$ cat src/rtl/keccak_pad_stream.sv
// keccak_pad_stream
// Streaming Keccak padder/blocker. Collects W-bit message words into a
// RATE_BITS-wide block, applies multi-rate padding (domain byte followed by
// pad10*1) on the final word, and presents each block for XOR-absorb into the
// Keccak-f[1600] state. A message that exactly fills a block is followed by a
// separate pad-only block.
//
// Ports:
//   i_clk      clock
//   i_rst      synchronous, active-high reset
//   i_v_data   message word, byte k at bits [8k+7:8k]
//   i_valid    i_v_data is valid
//   i_last     word is the final word of the message
//   i_v_bytes  valid bytes in the final word (0..W/8), ignored unless i_last
//   o_ready    an input word is accepted this cycle (only while filling)
//   o_v_block  padded rate block, word k at bits [kW+W-1:kW]
//   o_valid    o_v_block is valid
//   o_last     block is the final block of the message
//   i_ready    downstream accepts the block
module keccak_pad_stream #(
  parameter int          RATE_BITS = 1088,
  parameter int          W         = 64,
  parameter logic [7:0]  DSBYTE    = 8'h01
) (
  input  logic                   i_clk,
  input  logic                   i_rst,
  input  logic [W-1:0]           i_v_data,
  input  logic                   i_valid,
  input  logic                   i_last,
  input  logic [$clog2(W/8):0]   i_v_bytes,
  output logic                   o_ready,
  output logic [RATE_BITS-1:0]   o_v_block,
  output logic                   o_valid,
  output logic                   o_last,
  input  logic                   i_ready
);

  localparam int NW    = RATE_BITS / W;
  localparam int WB    = W / 8;
  localparam int NB    = RATE_BITS / 8;
  localparam int CNT_W = $clog2(NW + 1);
  localparam int POS_W = $clog2(NB + 1) + 1;

  // Block that carries nothing but padding: domain byte at 0, 0x80 at the top.
  localparam logic [RATE_BITS-1:0] PAD_BLK =
    {{(RATE_BITS-8){1'b0}}, DSBYTE} | {8'h80, {(RATE_BITS-8){1'b0}}};

  typedef enum logic {S_FILL, S_EMIT} state_t;

  state_t                 r_state;
  logic [CNT_W-1:0]       r_cnt;
  logic                   r_pad_pend;
  logic [RATE_BITS-1:0]   r_buf;
  logic                   r_valid;
  logic                   r_last;

  logic [W-1:0]           w_word;
  logic [RATE_BITS-1:0]   w_next;
  logic [POS_W-1:0]       w_pos;
  logic                   w_pos_lt;
  logic                   w_full;

  // Byte position right after the last message byte of this word.
  assign w_pos    = POS_W'(r_cnt) * POS_W'(WB) + POS_W'(i_v_bytes);
  assign w_pos_lt = (w_pos < POS_W'(NB));
  assign w_full   = (r_cnt == CNT_W'(NW - 1));

  // Next buffer contents when the current input word is accepted. The buffer
  // is all-zero at the start of every block, so padding can simply be ORed in.
  always_comb begin
    w_word = i_v_data;
    if (i_last) begin
      for (int k = 0; k < WB; k++) begin
        if (k >= int'(i_v_bytes)) w_word[8*k +: 8] = 8'h00;
      end
    end
    w_next = r_buf;
    for (int s = 0; s < NW; s++) begin
      if (r_cnt == CNT_W'(s)) w_next[s*W +: W] = w_word;
    end
    if (i_last && w_pos_lt) begin
      for (int j = 0; j < NB; j++) begin
        if (w_pos == POS_W'(j)) w_next[8*j +: 8] = w_next[8*j +: 8] | DSBYTE;
      end
      w_next[RATE_BITS-1 -: 8] = w_next[RATE_BITS-1 -: 8] | 8'h80;
    end
  end

  always_ff @(posedge i_clk) begin
    if (i_rst) begin
      r_state    <= S_FILL;
      r_cnt      <= '0;
      r_pad_pend <= 1'b0;
      r_buf      <= '0;
      r_valid    <= 1'b0;
      r_last     <= 1'b0;
    end else begin
      case (r_state)
        S_FILL: begin
          if (i_valid) begin
            r_buf <= w_next;
            if (i_last) begin
              r_cnt   <= '0;
              r_state <= S_EMIT;
              r_valid <= 1'b1;
              if (w_pos_lt) begin
                r_last <= 1'b1;
              end else begin
                // Data exactly filled the block: padding goes in a block of its own.
                r_last     <= 1'b0;
                r_pad_pend <= 1'b1;
              end
            end else if (w_full) begin
              r_cnt   <= '0;
              r_state <= S_EMIT;
              r_valid <= 1'b1;
              r_last  <= 1'b0;
            end else begin
              r_cnt <= r_cnt + CNT_W'(1);
            end
          end
        end
        S_EMIT: begin
          if (i_ready) begin
            if (r_pad_pend) begin
              r_buf      <= PAD_BLK;
              r_pad_pend <= 1'b0;
              r_last     <= 1'b1;
            end else begin
              r_buf   <= '0;
              r_valid <= 1'b0;
              r_last  <= 1'b0;
              r_state <= S_FILL;
            end
          end
        end
        default: r_state <= S_FILL;
      endcase
    end
  end

  // Handshake outputs are forced low during the reset cycle itself.
  assign o_ready   = (r_state == S_FILL) && !i_rst;
  assign o_valid   = r_valid && !i_rst;
  assign o_last    = r_last && !i_rst;
  assign o_v_block = r_buf;

endmodule

$ cat config.mk
export PLATFORM = sky130hd
export DESIGN_NAME = keccak_pad_stream
export DESIGN_NICKNAME = d
export VERILOG_FILES = /design/src/rtl/keccak_pad_stream.sv
export SDC_FILE = /design/constraint.sdc
export NUM_CORES = 2
export LEC_CHECK = 0
export ABC_CLOCK_PERIOD_IN_PS = 6500
export CELL_PAD_IN_SITES_DETAIL_PLACEMENT = 1
export CELL_PAD_IN_SITES_GLOBAL_PLACEMENT = 1
export CORE_AREA = 8 8 453 455
export DETAILED_ROUTE_END_ITERATION = 10
export DIE_AREA = 0 0 461 463
export PLACE_DENSITY = 0.53
export SYNTH_ARGS = -nofsm -noshare
export SYNTH_HDL_FRONTEND = slang
export SYNTH_SLANG_ARGS = --single-unit
export TNS_END_PERCENT = 5
$ cat constraint.sdc
create_clock -name i_clk -period 6.5 [get_ports i_clk]
set_input_delay 1.95 -clock i_clk [delete_from_list [all_inputs] [get_ports i_clk]]
set_output_delay 1.95 -clock i_clk [all_outputs]
set_load 0.03 [all_outputs]
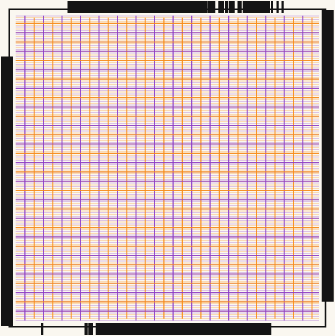
*PDN straps and rails*
Pins as bars on the die edge.
| color | net |
|---|---|
| purple | VSS |
| orange | VDD |
signal pins: 1,164
met1 rails: 165
chip height: 463 um
Die W: 461 um
Worst IR Drop VDD: 0.243 mV
Core Box Area: 198,000 sq um

==> impl_metrics.env <==
# implementation run metrics
export IMPL_logic_gate_count=3535
export IMPL_met2_length_um=123000
export IMPL_grt_max_degree=194
export IMPL_gr_usage_met1_pct=27.4
export IMPL_yosys_top_cells_area="dfxtp_1, a21oi_1, nand3_1, nor2_1, nand2_1"
export IMPL_postLayoutCellArea_sq_um=60100
export IMPL_comb_area_share_pct=29.5
export IMPL_run_status="complete, no violations"
export IMPL_instances_no_fill=8808
export IMPL_max_cap_viol_count=0
export IMPL_critical_path_arrival_ns=3.48
export IMPL_postSynth_asyncResetShare_pct=0
export IMPL_flops=1097
export IMPL_drt_first_pass_iters=5
export IMPL_maxPowerGroup="the clock network"
export IMPL_rr_endpoint="o_v_block[979]"
export IMPL_synth_top_cells_by_count="dfxtp_1, a21oi_1, nor2_1"
export IMPL_crit_start="i_rst"
export IMPL_met3_length_um=23600
export IMPL_synth_warning_count=0
export IMPL_final_setup_tns_ns=0
export IMPL_hold_start="o_v_block[812]"
export IMPL_gp_routability_congestion=0.844
export IMPL_nonClockInverterCount=7
export IMPL_initial_core_util_pct=20.9
export IMPL_slowest_cp_cell="clkdlybuf4s50_1"
export IMPL_ys_types=66
export IMPL_synth_compound_area_share_pct=17.8
export IMPL_syn_to_final_growth_pct=45.1
export IMPL_post_route_drc_count=0
export IMPL_simple_gate_area_share_pct=23.6
export IMPL_n_fill_cell=23200
export IMPL_ys_seq_elements=1097
export IMPL_cts_root_buf="clkbuf_16"
export IMPL_row_count=164
export IMPL_drive_above_1_share_pct=6.54
export IMPL_hold_bufs_at_cts=0
export IMPL_number_of_global_route_vias_before_repair=42900
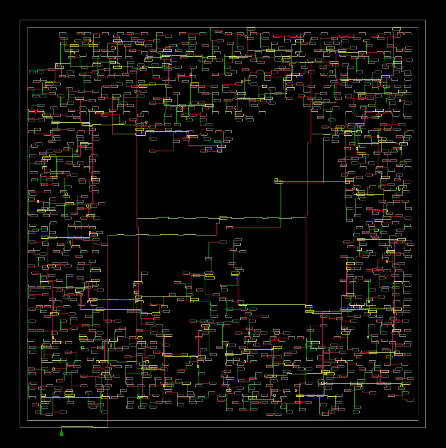
*Clock routing*
clock sinks: 1,097
number of CTS-inserted buffers: 139

Power and IR drop assume default switching activity.
